run_1/floorplan.png
Bar = 50 um. Pins as bars on the die edge. Tap cells in grey.
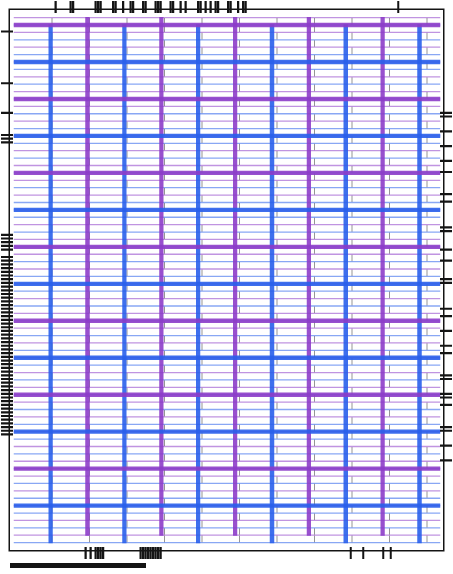
run_1/class_map.png
Bar = 50 um.
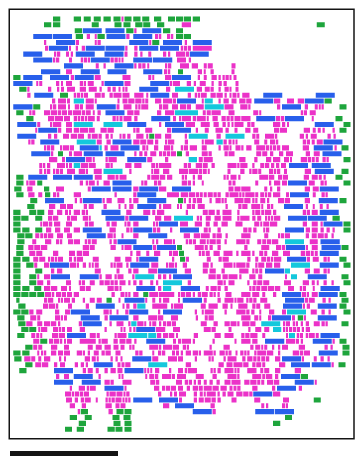
run_1/clock_wires.png
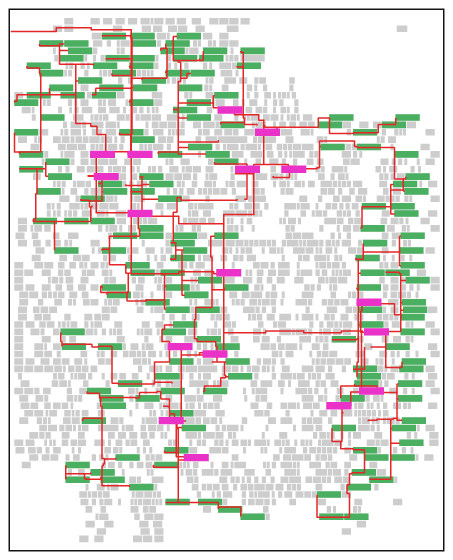
<file path="src/rtl/muldiv_unit_pkg.sv">
// Shared definitions for the iterative multiply/divide unit, the ALU decode
// and the HI/LO register pair.
package muldiv_unit_pkg;

  localparam int DEF_WIDTH = 32;

  localparam logic [3:0] ALU_MULT = 4'b1011;
  localparam logic [3:0] ALU_DIV  = 4'b1101;

  typedef enum logic [1:0] {
    S_IDLE = 2'd0,
    S_CALC = 2'd1,
    S_FIX  = 2'd2,
    S_DONE = 2'd3
  } state_t;

endpackage

</file>
<file path="src/rtl/muldiv_negate.sv">
// Conditional two's-complement: out = neg ? ~in + carry_in : in.
// carry_in lets two instances chain into a double-width negation.
module muldiv_negate #(
  parameter int WIDTH = 32
) (
  input  logic [WIDTH-1:0] in_val,
  input  logic             neg,
  input  logic             carry_in,
  output logic [WIDTH-1:0] out_val
);

  assign out_val = neg ? (~in_val + {{(WIDTH-1){1'b0}}, carry_in}) : in_val;

endmodule

</file>
<file path="src/rtl/muldiv_unit.sv">
// Iterative signed multiply / restoring divide feeding the HI/LO registers.
// Fixed latency: Done pulses WIDTH+2 cycles after the accepting edge.
module muldiv_unit
  import muldiv_unit_pkg::*;
#(
  parameter int WIDTH = DEF_WIDTH,
  parameter int CNT_W = 5
) (
  input  logic             CLK,
  input  logic             RESET_N,
  input  logic             Start,
  input  logic [3:0]       ALU_control,
  input  logic [WIDTH-1:0] A,
  input  logic [WIDTH-1:0] B,
  output logic [WIDTH-1:0] Hi,
  output logic [WIDTH-1:0] Lo,
  output logic             Busy,
  output logic             Done,
  output state_t           dbg_state
);

  // Handshake: Start is a request sampled only in S_IDLE with a valid opcode;
  // there is no ready signal, Busy covers CALC and FIX, and Done is a
  // single-cycle write strobe with Hi/Lo already valid in that cycle.

  state_t state_q, state_d;

  logic [CNT_W-1:0]   cnt_q;
  logic [2*WIDTH-1:0] acc_q;
  logic [WIDTH-1:0]   opnd_q;
  logic               op_div_q;
  logic               sign_q_q;
  logic               sign_r_q;
  logic               div_zero_q;
  logic [WIDTH-1:0]   hi_q, lo_q;

  logic               valid_op;
  logic               accept;
  logic               last_iter;
  logic [WIDTH-1:0]   abs_a, abs_b;
  logic [WIDTH-1:0]   lo_fix, hi_fix;
  logic               hi_neg, hi_cin;

  logic [WIDTH:0]     add_sum;
  logic [WIDTH:0]     div_shift;
  logic [WIDTH:0]     div_diff;
  logic [2*WIDTH-1:0] acc_next;

  assign valid_op  = (ALU_control == ALU_MULT) || (ALU_control == ALU_DIV);
  assign accept    = (state_q == S_IDLE) && Start && valid_op;
  assign last_iter = (cnt_q == CNT_W'(WIDTH - 1));

  muldiv_negate #(.WIDTH(WIDTH)) u_abs_a (
    .in_val(A), .neg(A[WIDTH-1]), .carry_in(1'b1), .out_val(abs_a)
  );

  muldiv_negate #(.WIDTH(WIDTH)) u_abs_b (
    .in_val(B), .neg(B[WIDTH-1]), .carry_in(1'b1), .out_val(abs_b)
  );

  // For a product the high half only gets the +1 when the low half is zero,
  // which turns the two instances into one 2*WIDTH negation.
  assign hi_neg = op_div_q ? sign_r_q : sign_q_q;
  assign hi_cin = op_div_q ? 1'b1 : (acc_q[WIDTH-1:0] == '0);

  muldiv_negate #(.WIDTH(WIDTH)) u_fix_lo (
    .in_val(acc_q[WIDTH-1:0]), .neg(sign_q_q), .carry_in(1'b1), .out_val(lo_fix)
  );

  muldiv_negate #(.WIDTH(WIDTH)) u_fix_hi (
    .in_val(acc_q[2*WIDTH-1:WIDTH]), .neg(hi_neg), .carry_in(hi_cin), .out_val(hi_fix)
  );

  // One iteration: acc holds {P, multiplier} for mult, {remainder, quotient} for div.
  always_comb begin
    add_sum   = {1'b0, acc_q[2*WIDTH-1:WIDTH]} + {1'b0, (acc_q[0] ? opnd_q : '0)};
    div_shift = {acc_q[2*WIDTH-1:WIDTH], acc_q[WIDTH-1]};
    div_diff  = div_shift - {1'b0, opnd_q};
    acc_next  = acc_q;
    if (op_div_q) begin
      if (!div_diff[WIDTH]) acc_next = {div_diff[WIDTH-1:0], acc_q[WIDTH-2:0], 1'b1};
      else                  acc_next = {div_shift[WIDTH-1:0], acc_q[WIDTH-2:0], 1'b0};
    end else begin
      acc_next = {add_sum, acc_q[WIDTH-1:1]};
    end
  end

  always_ff @(posedge CLK or negedge RESET_N) begin
    if (!RESET_N) state_q <= S_IDLE;
    else          state_q <= state_d;
  end

  always_comb begin
    state_d = state_q;
    case (state_q)
      S_IDLE:  if (accept) state_d = S_CALC;
      S_CALC:  if (last_iter) state_d = S_FIX;
      S_FIX:   state_d = S_DONE;
      S_DONE:  state_d = S_IDLE;
      default: state_d = S_IDLE;
    endcase
  end

  always_ff @(posedge CLK or negedge RESET_N) begin
    if (!RESET_N) begin
      cnt_q      <= '0;
      acc_q      <= '0;
      opnd_q     <= '0;
      op_div_q   <= 1'b0;
      sign_q_q   <= 1'b0;
      sign_r_q   <= 1'b0;
      div_zero_q <= 1'b0;
      hi_q       <= '0;
      lo_q       <= '0;
    end else begin
      case (state_q)
        S_IDLE: begin
          if (accept) begin
            cnt_q      <= '0;
            op_div_q   <= (ALU_control == ALU_DIV);
            sign_q_q   <= A[WIDTH-1] ^ B[WIDTH-1];
            sign_r_q   <= A[WIDTH-1];
            div_zero_q <= (B == '0);
            if (ALU_control == ALU_DIV) begin
              acc_q  <= {{WIDTH{1'b0}}, abs_a};
              opnd_q <= abs_b;
            end else begin
              acc_q  <= {{WIDTH{1'b0}}, abs_b};
              opnd_q <= abs_a;
            end
          end
        end
        S_CALC: begin
          acc_q <= acc_next;
          cnt_q <= cnt_q + CNT_W'(1);
        end
        S_FIX: begin
          // With a zero divisor the remainder path already reproduces A.
          hi_q <= hi_fix;
          lo_q <= (op_div_q && div_zero_q) ? {WIDTH{1'b1}} : lo_fix;
        end
        default: ;
      endcase
    end
  end

  assign Hi        = hi_q;
  assign Lo        = lo_q;
  assign Busy      = (state_q == S_CALC) || (state_q == S_FIX);
  assign Done      = (state_q == S_DONE);
  assign dbg_state = state_q;

endmodule
</file>
<file path="config.mk">
export PLATFORM = sky130hd
export DESIGN_NAME = muldiv_unit
export DESIGN_NICKNAME = d
export VERILOG_FILES = /design/src/rtl/muldiv_unit_pkg.sv /design/src/rtl/muldiv_negate.sv /design/src/rtl/muldiv_unit.sv
export SDC_FILE = /design/constraint.sdc
export NUM_CORES = 1
export LEC_CHECK = 0
export CORE_ASPECT_RATIO = 1.25
export CORE_UTILIZATION = 45
export CTS_CLUSTER_SIZE = 8
export DETAILED_ROUTE_END_ITERATION = 10
export PLACE_DENSITY = 0.71
export SLEW_MARGIN = 25
export SYNTH_ARGS = -nofsm -noshare
export SYNTH_HDL_FRONTEND = slang
export SYNTH_SLANG_ARGS = --single-unit
</file>
<file path="constraint.sdc">
create_clock -name CLK -period 8.18 [get_ports CLK]
set_input_delay 1.227 -clock CLK [delete_from_list [all_inputs] [get_ports CLK]]
set_output_delay 1.227 -clock CLK [all_outputs]
set_load 0.05 [all_outputs]
</file>
==> flow_results.xml, run 1 <==
<?xml version="1.0" encoding="UTF-8"?>
<metrics>
  <group name="floorplan">
    <metric name="core_box_area" unit="sq um">30300</metric>
    <metric name="die_w" unit="um">159</metric>
    <metric name="fp.dieH" unit="um">199</metric>
    <metric name="floorplan.rows" unit="">71</metric>
    <metric name="boundaryPins" unit="">139</metric>
    <metric name="floorplan.core_util" unit="">0.460</metric>
  </group>
  <group name="setup_path">
    <metric name="crit_type" unit="">reg -&gt; reg</metric>
    <metric name="r2r.worst_path.cells" unit="">17</metric>
    <metric name="crit_path_max_incr_delay" unit="ns">0.57</metric>
    <metric name="critical_path.max_fanout" unit="">33</metric>
    <metric name="critical-path-top-cell-by-count" unit="">sky130_fd_sc_hd__or3_4</metric>
    <metric name="cp.depth" unit="">17</metric>
    <metric name="critical_path.startpoint_type" unit="">flip-flop</metric>
    <metric name="critPathTopFamily" unit="">simple AND/OR/NAND/NOR gates</metric>
    <metric name="critical_path.reg2reg.startpoint" unit="">acc_q[0]</metric>
    <metric name="worst_setup_ep_type" unit="">flip-flop</metric>
    <metric name="critical_path.cell_chain" unit="">inv_1 -&gt; buf_4 -&gt; ha_1 -&gt; nand3b_1 -&gt; or3_4 -&gt; or3_4 -&gt; or4_4 -&gt; or3_4 -&gt; o31ai_1 -&gt; ha_1 -&gt; nand4_1 -&gt; nor3_1 -&gt; nand2_1 -&gt; or3_1 -&gt; o41ai_1 -&gt; xor2_1 -&gt; a21oi_1</metric>
  </group>
  <group name="clock_tree">
    <metric name="ctsHoldBuffers" unit="">0</metric>
    <metric name="clock_sinks" unit="">171</metric>
    <metric name="cts.htree.levels" unit="">4</metric>
    <metric name="tritoncts" unit="">done</metric>
    <metric name="root_buf_cell" unit="">sky130_fd_sc_hd__clkbuf_16</metric>
    <metric name="cts_made_buffers" unit="">17</metric>
  </group>
  <group name="timing">
    <metric name="timing.final.crit_share" unit="">0.710</metric>
    <metric name="max_clock_freq" unit="GHz">0.172</metric>
    <metric name="whs" unit="ns">0.497</metric>
    <metric name="worst-slew-pin-transition" unit="ns">1.11</metric>
    <metric name="totalNegativeSetupSlack" unit="ns">0</metric>
    <metric name="setup_viol_count_final" unit="">0</metric>
    <metric name="rsz_0062_raised_after_global_routing" unit="">false</metric>
    <metric name="report.final.hold_viol_count" unit="">0</metric>
    <metric name="final.min_clock_period" unit="ns">5.81</metric>
    <metric name="final-max-slew-violation-count" unit="">0</metric>
  </group>
  <group name="synth">
    <metric name="synthesis.area" unit="sq um">13900</metric>
    <metric name="edf_count" unit="">0</metric>
    <metric name="postSynth.topFlopCell" unit="">sky130_fd_sc_hd__dfrtp_1</metric>
    <metric name="postSynthAreaPerCell" unit="sq um">8.06</metric>
    <metric name="netlist.top_cell.by_instances" unit="">sky130_fd_sc_hd__a21oi_1</metric>
    <metric name="yosys_cells" unit="">1727</metric>
    <metric name="synth.area.top_cells" unit="">sky130_fd_sc_hd__dfrtp_1, sky130_fd_sc_hd__a21oi_1, sky130_fd_sc_hd__ha_1</metric>
    <metric name="yosysTopAreaCell" unit="">sky130_fd_sc_hd__dfrtp_1</metric>
    <metric name="synth_seq_share" unit="">0.307</metric>
    <metric name="ys_top_cells_by_count" unit="">sky130_fd_sc_hd__a21oi_1, sky130_fd_sc_hd__nor2_1, sky130_fd_sc_hd__dfrtp_1</metric>
    <metric name="synth.top_cell.area_share" unit="">0.307</metric>
  </group>
  <group name="final_layout">
    <metric name="synthToLayoutAreaGrowth" unit="%">16.6</metric>
    <metric name="area_of_combinational_cells_with_multiple_inputs" unit="sq um">9090</metric>
    <metric name="final_cells" unit="">2225</metric>
    <metric name="drive_above_1_share" unit="">0.0526</metric>
    <metric name="utilization" unit="">0.536</metric>
    <metric name="nets" unit="">1960</metric>
    <metric name="sequential_cell_area" unit="sq um">4280</metric>
    <metric name="final_layout_top_logic_cell" unit="">sky130_fd_sc_hd__a21oi_1</metric>
    <metric name="antennaDiodeCount" unit="">0</metric>
  </group>
  <group name="global_route">
    <metric name="globalRouteMet2Util" unit="">0.479</metric>
    <metric name="grt_use_total" unit="">0.282</metric>
    <metric name="grt_pass1_wl" unit="um">70000</metric>
    <metric name="total_congestion_overflow" unit="">0</metric>
    <metric name="grt_antenna_before_repair" unit="">0</metric>
    <metric name="grt_pass1_vias" unit="">13100</metric>
  </group>
  <group name="drt">
    <metric name="detailroute.via_count" unit="">13500</metric>
    <metric name="viasPerCell" unit="">6.05</metric>
    <metric name="antenna_violating_nets_post_route" unit="">0</metric>
    <metric name="wl_per_cell" unit="um">19.8</metric>
    <metric name="routed_wirelength" unit="um">43900</metric>
  </group>
  <group name="placement">
    <metric name="port_buffers" unit="">138</metric>
    <metric name="hpwl" unit="um">32800</metric>
    <metric name="gp_congestion" unit="">0.989</metric>
  </group>
  <group name="power_and_ir_drop">
    <metric name="vdd_ir_drop_max" unit="uV">220</metric>
    <metric name="power_density" unit="nW/um^2">435</metric>
    <metric name="cellLeakagePower" unit="nW">6.84</metric>
  </group>
  <group name="run">
    <metric name="openroad.warnings" unit="">30</metric>
  </group>
  <group name="hold_path">
    <metric name="hold_class" unit="">reg -&gt; reg</metric>
  </group>
  <group name="status">
    <metric name="run_status" unit="">finished clean</metric>
  </group>
</metrics>
Back to the opening pictures, floorplan.png:
purple -> VDD
blue -> VSS
rows = 71
met5 straps = 14
met1 rails = 72

Back to the opening pictures, class_map.png:
blue -> registers  # cells 171
green -> remaining buffers and delay cells  # cells 153
magenta -> remaining logic cells  # cells 1,468
cyan -> clock drivers and dummy loads  # cells 32

Back to the opening pictures, clock_wires.png:
magenta -> clock-net drivers  # count 17
green -> flip-flops  # count 171
red -> clock wires  # length 2,400 um
routed clock nets = 18
flops lie = spread over the die

-- run 1: metal layers --
| layer | up-vias | part of all wire |
|---|---|---|
| met5 | - | 0 |
| met4 | 0 | 0.055 |
| met3 | 117 | 0.047 |
| met2 | 478 | 0.48 |
| met1 | 6410 | 0.42 |
| li1 | 6447 | - |
-- run 1: layout make-up --
type / instances / area share
clock inverter: 13 / 0.00910
sequential: 171 / 0.264
tap: 401 / 0.0309
inverter: 71 / 0.0164
clock buffer: 19 / 0.0273
multi-input combinational: 1397 / 0.560
timing repair buffer: 153 / 0.0921
-- run 1: cell families after synthesis --
| group | Yosys count | share of synthesized area |
|---|---|---|
| DFF | 171 | 0.307 |
| and+or+nand+nor | 512 | 0.170 |
| muxes | 55 | 0.0413 |
| xor gates and xnor gates | 160 | 0.101 |
| buffers and inverters | 159 | 0.0436 |
| AOI/OAI and AO/OA | 592 | 0.266 |
| adders and majority gates | 78 | 0.0712 |
-- run 1: registers in the layout, indices dropped and copies added (netlist names) --
| name | flops |
|---|---|
| opnd_q | 32 |
| cnt_q | 5 |
| sign_q_q | 1 |
| op_div_q | 1 |
| Lo | 32 |
| div_zero_q | 1 |
| Hi | 32 |
| sign_r_q | 1 |
| dbg_state | 2 |
| acc_q | 64 |
-- run 1: through the flow --
stage	setup WS [ns]	power (mW)
final	2.37	7.06
after global routing	2.04	7.56
after CTS	2.39	7.02
after detailed placement	2.40	6.16
after global placement	2.51	6.09
after floorplan	3.38	4.83
-- run 1: power breakdown --
group / switching (mW) / leakage (nW) / internal, mW / total, mW
clock network: 0.395 / 0.286 / 0.443 / 0.838
logic: 2.92 / 4.52 / 1.70 / 4.62
registers: 0.399 / 2.03 / 1.21 / 1.61
total: 3.71 / 6.84 / 3.35 / 7.06
--- run 2 (diff from run 1) ---
--- a/config.mk
+++ b/config.mk
@@ -9,7 +9,7 @@
 export CORE_UTILIZATION = 45
 export CTS_CLUSTER_SIZE = 8
 export DETAILED_ROUTE_END_ITERATION = 10
-export PLACE_DENSITY = 0.71
+export PLACE_DENSITY = 0.74
 export SLEW_MARGIN = 25
 export SYNTH_ARGS = -nofsm -noshare
 export SYNTH_HDL_FRONTEND = slang
==> constraint.sdc (replaced) <==
create_clock -name CLK -period 5 [get_ports CLK]
set_input_delay 0.75 -clock CLK [delete_from_list [all_inputs] [get_ports CLK]]
set_output_delay 0.75 -clock CLK [all_outputs]
set_load 0.05 [all_outputs]
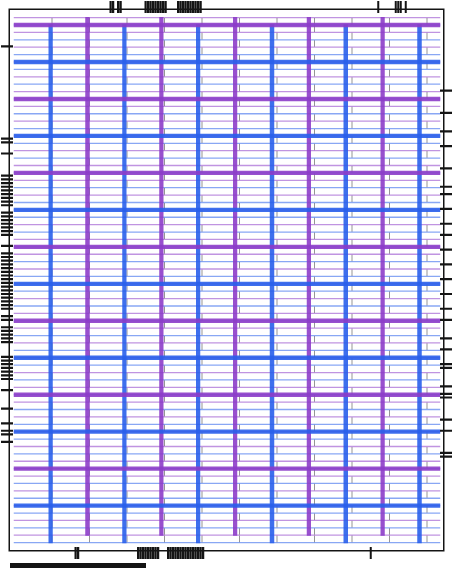
run_2/floorplan.png
Bar = 50 um. Pins as bars on the die edge. Tap cells in grey.
purple -> VDD
blue -> VSS
met1 rails = 72
rows = 71

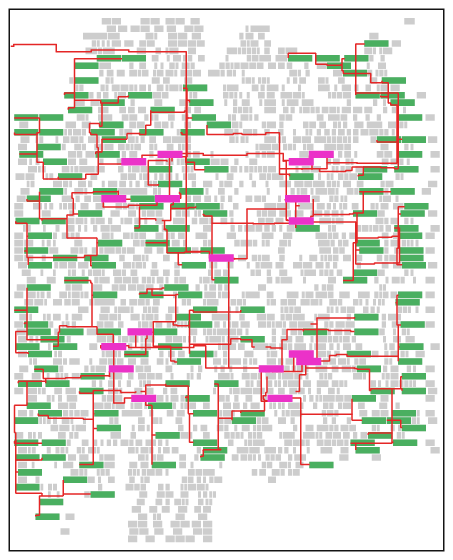
run_2/clock_wires.png
green -> flip-flops  # count 171
magenta -> clock-net drivers  # count 17
red -> clock wires  # length 2,650 um
routed clock nets = 18
flops lie = spread over the die

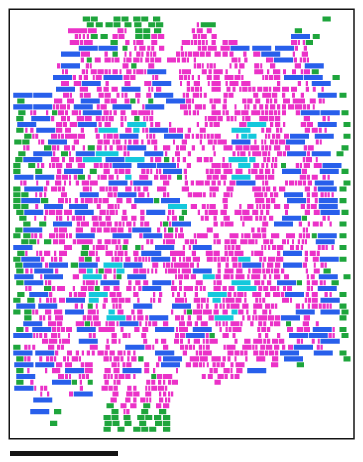
run_2/class_map.png
Bar = 50 um.
green -> remaining buffers and delay cells  # cells 172
blue -> registers  # cells 171
cyan -> clock drivers and dummy loads  # cells 32
magenta -> remaining logic cells  # cells 1,468

==> run 2 against run 1 <==
Against the previous run: sequential share of layout area fell by 0.32 points; clock skew up 0.0054 ns; worst setup slack got worse by 2.1 ns; die area did not move; first-iteration DRC count shrank 2.7%; combinational power is 66% higher; largest power group unchanged; final cell count rose by 0.85%; area after synthesis unchanged; critical path type unchanged.
==> flow_results.xml, run 2 <==
<?xml version="1.0" encoding="UTF-8"?>
<metrics>
  <group name="timing">
    <metric name="setup_viol_count_final" unit="">0</metric>
    <metric name="rsz_0062_raised_after_global_routing" unit="">false</metric>
    <metric name="final.min_clock_period" unit="ns">4.73</metric>
    <metric name="totalNegativeSetupSlack" unit="ns">0</metric>
    <metric name="whs" unit="ns">0.290</metric>
    <metric name="final.setup.worst_slack" unit="ns">0.273</metric>
    <metric name="final-max-slew-violation-count" unit="">0</metric>
    <metric name="worst-slew-pin-transition" unit="ns">0.956</metric>
    <metric name="report.final.hold_viol_count" unit="">0</metric>
  </group>
  <group name="global_route">
    <metric name="grt_pass1_vias" unit="">13400</metric>
    <metric name="total_congestion_overflow" unit="">0</metric>
    <metric name="grt_use_total" unit="">0.283</metric>
    <metric name="globalRouteMet2Util" unit="">0.494</metric>
    <metric name="grt_antenna_before_repair" unit="">0</metric>
  </group>
  <group name="synth">
    <metric name="synth.top_cell.area_share" unit="">0.307</metric>
    <metric name="postSynth.topFlopCell" unit="">sky130_fd_sc_hd__dfrtp_1</metric>
    <metric name="ys_top_cells_by_count" unit="">sky130_fd_sc_hd__a21oi_1, sky130_fd_sc_hd__nor2_1, sky130_fd_sc_hd__dfrtp_1</metric>
    <metric name="postSynthAreaPerCell" unit="sq um">8.06</metric>
  </group>
  <group name="drt">
    <metric name="antenna_violating_nets_post_route" unit="">0</metric>
    <metric name="viasPerCell" unit="">6.05</metric>
    <metric name="met2_wirelength" unit="um">21600</metric>
    <metric name="highest_metal_used" unit="">met4</metric>
    <metric name="wl_per_cell" unit="um">19.8</metric>
  </group>
  <group name="floorplan">
    <metric name="fp.dieH" unit="um">199</metric>
    <metric name="floorplan.core_util" unit="">0.460</metric>
    <metric name="floorplan.rows" unit="">71</metric>
    <metric name="die_w" unit="um">159</metric>
    <metric name="core_box_area" unit="sq um">30300</metric>
  </group>
  <group name="final_layout">
    <metric name="synthToLayoutAreaGrowth" unit="%">18.0</metric>
    <metric name="sequential_cell_area" unit="sq um">4280</metric>
    <metric name="nets" unit="">1979</metric>
    <metric name="drive_above_1_share" unit="">0.0635</metric>
    <metric name="final_cells" unit="">2244</metric>
    <metric name="top_register" unit="">acc_q</metric>
    <metric name="antennaDiodeCount" unit="">0</metric>
  </group>
  <group name="clock_tree">
    <metric name="root_buf_cell" unit="">sky130_fd_sc_hd__clkbuf_16</metric>
    <metric name="cts.htree.levels" unit="">4</metric>
  </group>
  <group name="power_and_ir_drop">
    <metric name="seq_power_share" unit="">0.221</metric>
    <metric name="power.clock.fraction" unit="">0.123</metric>
    <metric name="power_report.internal_total" unit="mW">5.57</metric>
    <metric name="power_density" unit="nW/um^2">710</metric>
    <metric name="vdd_ir_drop_max" unit="uV">373</metric>
    <metric name="cellLeakagePower" unit="nW">6.96</metric>
    <metric name="total_power" unit="mW">11.7</metric>
    <metric name="switching_power_share_of_the_total" unit="">0.522</metric>
    <metric name="power.net_switching" unit="mW">6.09</metric>
    <metric name="power.share.combinational" unit="">0.657</metric>
  </group>
  <group name="setup_path">
    <metric name="critical_path.max_fanout" unit="">6</metric>
    <metric name="critical_path.cell_chain" unit="">nor3_2 -&gt; nand3b_1 -&gt; or3_4 -&gt; or3_4 -&gt; or4_4 -&gt; or3_4 -&gt; o31ai_4 -&gt; ha_2 -&gt; nand4_1 -&gt; nor3_1 -&gt; nand2_1 -&gt; or3_1 -&gt; o21ai_0 -&gt; xor2_1 -&gt; a21oi_1</metric>
    <metric name="critical_path.startpoint_type" unit="">flip-flop</metric>
  </group>
  <group name="status">
    <metric name="run_status" unit="">finished clean</metric>
  </group>
  <group name="placement">
    <metric name="gp_congestion" unit="">0.945</metric>
    <metric name="dp_worst_slack" unit="ns">0.0706</metric>
  </group>
</metrics>
==> run 2: netlist changes by cell type in the layout (fill, tap and decap cells not counted), sizes merged <==
cell           change
buf               +18
clkbuf             -1
clkdlybuf4s50      +1
clkinv             +5
clkinvlp           -2
inv                -2
==> run 2: kinds of logic (layout without fill, tap and decap cells) <==
kind of cell	after synthesis	in the layout	share of synthesized area
compound gates	592	592	0.266
simple gates	512	512	0.170
flops	171	171	0.307
xor+xnor	160	160	0.101
buf+inv	159	275	0.0436
fa+ha+maj	78	78	0.0712
mux	55	55	0.0413
==> run 2: worst paths after layout <==
kind                            startpoint         to  slack (ns)  depth (start not counted)
worst max register to register    acc_q[3]     Hi[29]        0.27                         15
max in group asynchronous          RESET_N   acc_q[8]        3.67                          2
min in group CLK                 opnd_q[2]  opnd_q[2]        0.52                          2
worst min register to register   opnd_q[2]  opnd_q[2]        0.52                          2
worst max-delay path              acc_q[3]     Hi[29]        0.27                         15
worst min-delay path               RESET_N     Hi[30]        0.29                          1
==> run 2: power groups by stage <==
stage | clock network [mW] | registers (mW) | logic [mW]
after floorplan | 0 | 3.28 | 4.63
after global placement | 0 | 2.56 | 7.44
after detailed placement | 0 | 2.58 | 7.50
after CTS | 1.43 | 2.56 | 7.56
after global routing | 1.49 | 2.66 | 8.32
final | 1.43 | 2.57 | 7.66
==> run 2: layout make-up <==
cell class | instances | share of cell area
clock buffer | 18 | 0.0267
clock inverter | 14 | 0.0106
inverter | 71 | 0.0162
multi-input combinational | 1397 | 0.555
sequential | 171 | 0.261
tap | 401 | 0.0305
timing repair buffer | 172 | 0.100
==> run 2: critical path, delay by kind of cell (launching register included) <==
kind,cells,cell delay (ns)
xor+xnor,1,0.18
fa+ha+maj,1,0.28
compound gates,3,0.64
flops,1,0.45
simple gates,10,3.05
--- run 3 (diff from run 2) ---
--- a/config.mk
+++ b/config.mk
@@ -10,6 +10,7 @@
 export CTS_CLUSTER_SIZE = 8
 export DETAILED_ROUTE_END_ITERATION = 10
 export PLACE_DENSITY = 0.74
+export RECOVER_POWER = 100
 export SLEW_MARGIN = 25
 export SYNTH_ARGS = -nofsm -noshare
 export SYNTH_HDL_FRONTEND = slang
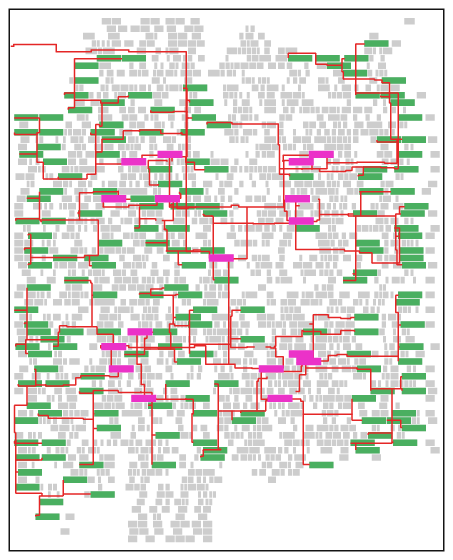
run_3/clock_wires.png
green -> flip-flops  # count 171
red -> clock wires  # length 2,630 um
magenta -> clock-net drivers  # count 17
routed clock nets = 18
flops lie = spread over the die

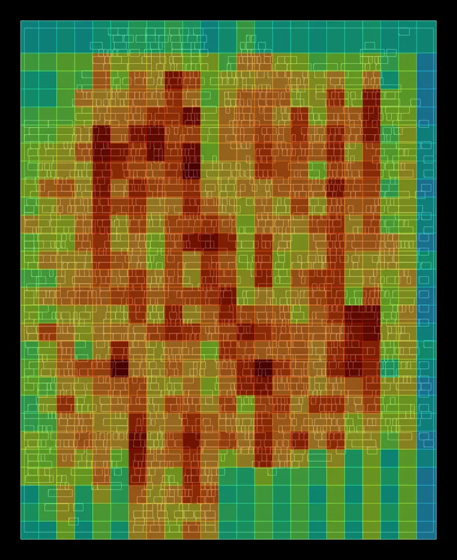
run_3/congestion_map.png
met2 track utilization from global routing: 0.494
met1 Use GR: 0.349
Most Used Layer, Global Route: met2
detailed-route wire length per cell: 19.8 um
total routing resource utilization after global routing: 0.283

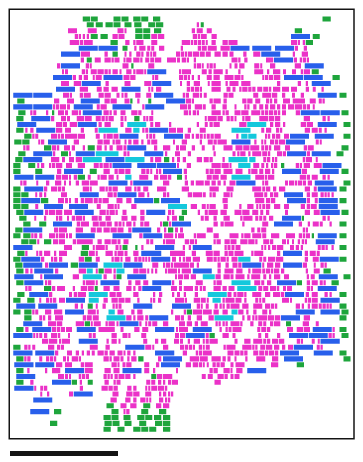
run_3/class_map.png
Bar = 50 um.
cyan -> clock drivers and dummy loads  # cells 32
blue -> registers  # cells 171
green -> remaining buffers and delay cells  # cells 172
magenta -> remaining logic cells  # cells 1,468

==> run 3 against run 2 <==
Against the previous run: the run now ends with max-capacitance violations, max-slew violations left; wire length increased by 0.21%; flip-flop count unchanged; sequential power about the same; highest routed layer unchanged; global-route usage unchanged.
==> flow_results.xml, run 3 <==
<?xml version="1.0" encoding="UTF-8"?>
<metrics>
  <group name="floorplan">
    <metric name="core_box_area" unit="sq um">30300</metric>
    <metric name="die_w" unit="um">159</metric>
    <metric name="floorplan.core_util" unit="">0.460</metric>
    <metric name="floorplan.rows" unit="">71</metric>
  </group>
  <group name="timing">
    <metric name="worst-slew-pin-transition" unit="ns">3.04</metric>
    <metric name="report.final.hold_viol_count" unit="">0</metric>
    <metric name="final-max-slew-violation-count" unit="">253</metric>
    <metric name="final.min_clock_period" unit="ns">4.77</metric>
  </group>
  <group name="setup_path">
    <metric name="worst-r2r-setup-slack" unit="ns">0.23</metric>
    <metric name="critical_path.startpoint_type" unit="">flip-flop</metric>
    <metric name="critical_path.cell_chain" unit="">nor3_2 -&gt; nand3b_1 -&gt; or3_4 -&gt; or3_4 -&gt; or4_4 -&gt; or3_4 -&gt; o31ai_4 -&gt; ha_1 -&gt; nand4_1 -&gt; nor3_1 -&gt; nand2_1 -&gt; or3_1 -&gt; o21ai_0 -&gt; xor2_1 -&gt; a21oi_1</metric>
    <metric name="timing.critical_path.to" unit="">Hi[29]</metric>
    <metric name="worst_setup_path_startpoint" unit="">acc_q[3]</metric>
    <metric name="critical_path.max_fanout" unit="">6</metric>
    <metric name="critical_path.reg2reg.startpoint" unit="">acc_q[3]</metric>
    <metric name="worst_r2r_endpoint" unit="">Hi[29]</metric>
    <metric name="r2r.worst_path.cells" unit="">15</metric>
  </group>
  <group name="run">
    <metric name="max_cap_violations" unit="">4</metric>
  </group>
  <group name="drt">
    <metric name="antenna_violating_nets_post_route" unit="">0</metric>
    <metric name="viasPerCell" unit="">6.09</metric>
  </group>
  <group name="clock_tree">
    <metric name="cts.htree.levels" unit="">4</metric>
  </group>
  <group name="power_and_ir_drop">
    <metric name="cellLeakagePower" unit="nW">6.88</metric>
    <metric name="power.net_switching" unit="mW">6.07</metric>
    <metric name="power.clock.fraction" unit="">0.124</metric>
    <metric name="power_density" unit="nW/um^2">705</metric>
    <metric name="power.share.combinational" unit="">0.654</metric>
    <metric name="seq_power_share" unit="">0.222</metric>
    <metric name="vdd_ir_drop_max" unit="uV">368</metric>
  </group>
  <group name="final_layout">
    <metric name="top_register" unit="">acc_q</metric>
    <metric name="antennaDiodeCount" unit="">0</metric>
    <metric name="synthToLayoutAreaGrowth" unit="%">17.4</metric>
  </group>
  <group name="synth">
    <metric name="postSynthAreaPerCell" unit="sq um">8.06</metric>
    <metric name="mux_share" unit="">0.0413</metric>
    <metric name="synth.top_cell.area_share" unit="">0.307</metric>
    <metric name="synth.logic.top_family" unit="">AND-OR/OR-AND gates</metric>
    <metric name="ys_top_cells_by_count" unit="">sky130_fd_sc_hd__a21oi_1, sky130_fd_sc_hd__nor2_1, sky130_fd_sc_hd__dfrtp_1</metric>
    <metric name="post_synth_xor_area_fraction" unit="">0.101</metric>
  </group>
  <group name="status">
    <metric name="run_status" unit="">finished, violations left</metric>
    <metric name="violations" unit="">max-capacitance violations, max-slew violations</metric>
  </group>
  <group name="placement">
    <metric name="gp_congestion" unit="">0.945</metric>
  </group>
  <group name="global_route">
    <metric name="total_congestion_overflow" unit="">0</metric>
  </group>
</metrics>
[run 3: final cells by class]
class	count	area, sq um
fill	2859	13900
multi-input combinational	1397	9080
sequential	171	4280
timing repair buffer	172	1610
tap	401	502
clock buffer	18	439
inverter	71	267
clock inverter	14	174
[run 3: stage by stage]
| step | total power [mW] | hold WS [ns] | area (sq um) | setup WS [ns] |
|---|---|---|---|---|
| after floorplan | 7.91 | 0.450 | 13900 | 0.198 |
| after global placement | 10.0 | 0.463 | 15800 | 0.150 |
| after detailed placement | 10.1 | 0.505 | 15800 | 0.0706 |
| after CTS | 11.6 | 0.332 | 16400 | 0.0156 |
| after global routing | 12.3 | 0.342 | 16300 | 0.0471 |
| final | 11.5 | 0.285 | 16300 | 0.233 |
[run 3: repair_timing]
action                     in CTS  in global routing
hold endpoints to repair        0                  0
resized                         0                  5
setup endpoints to repair       0                  7
[run 3: routing by layer]
| layer | vias to the layer above | wire length [um] | global-route usage |
|---|---|---|---|
| li1 | 6500 | - | - |
| met1 | 6491 | 18600 | 0.349 |
| met2 | 571 | 21500 | 0.494 |
| met3 | 99 | 2950 | 0.0442 |
| met4 | 0 | 1410 | 0.113 |
| met5 | - | 0 | 0 |
[run 3: worst max-delay path: cells and delay by family, from the launching register on]
kind	cells	cell delay (ns)
AND/OR/NAND/NOR	10	3.07
XOR/XNOR	1	0.18
adder cells (fa/ha/maj)	1	0.30
AND-OR/OR-AND	3	0.64
flip-flops	1	0.46
[run 3: power by group through the flow]
stage          combinational (mW)  clock [mW]  sequential, mW
6_report                     7.53        1.43            2.56
5_1_grt                      8.19        1.49            2.65
4_1_cts                      7.56        1.43            2.56
3_5_place_dp                 7.50           0            2.58
3_3_place_gp                 7.44           0            2.56
2_1_floorplan                4.63           0            3.28
Power and IR drop assume default switching activity.
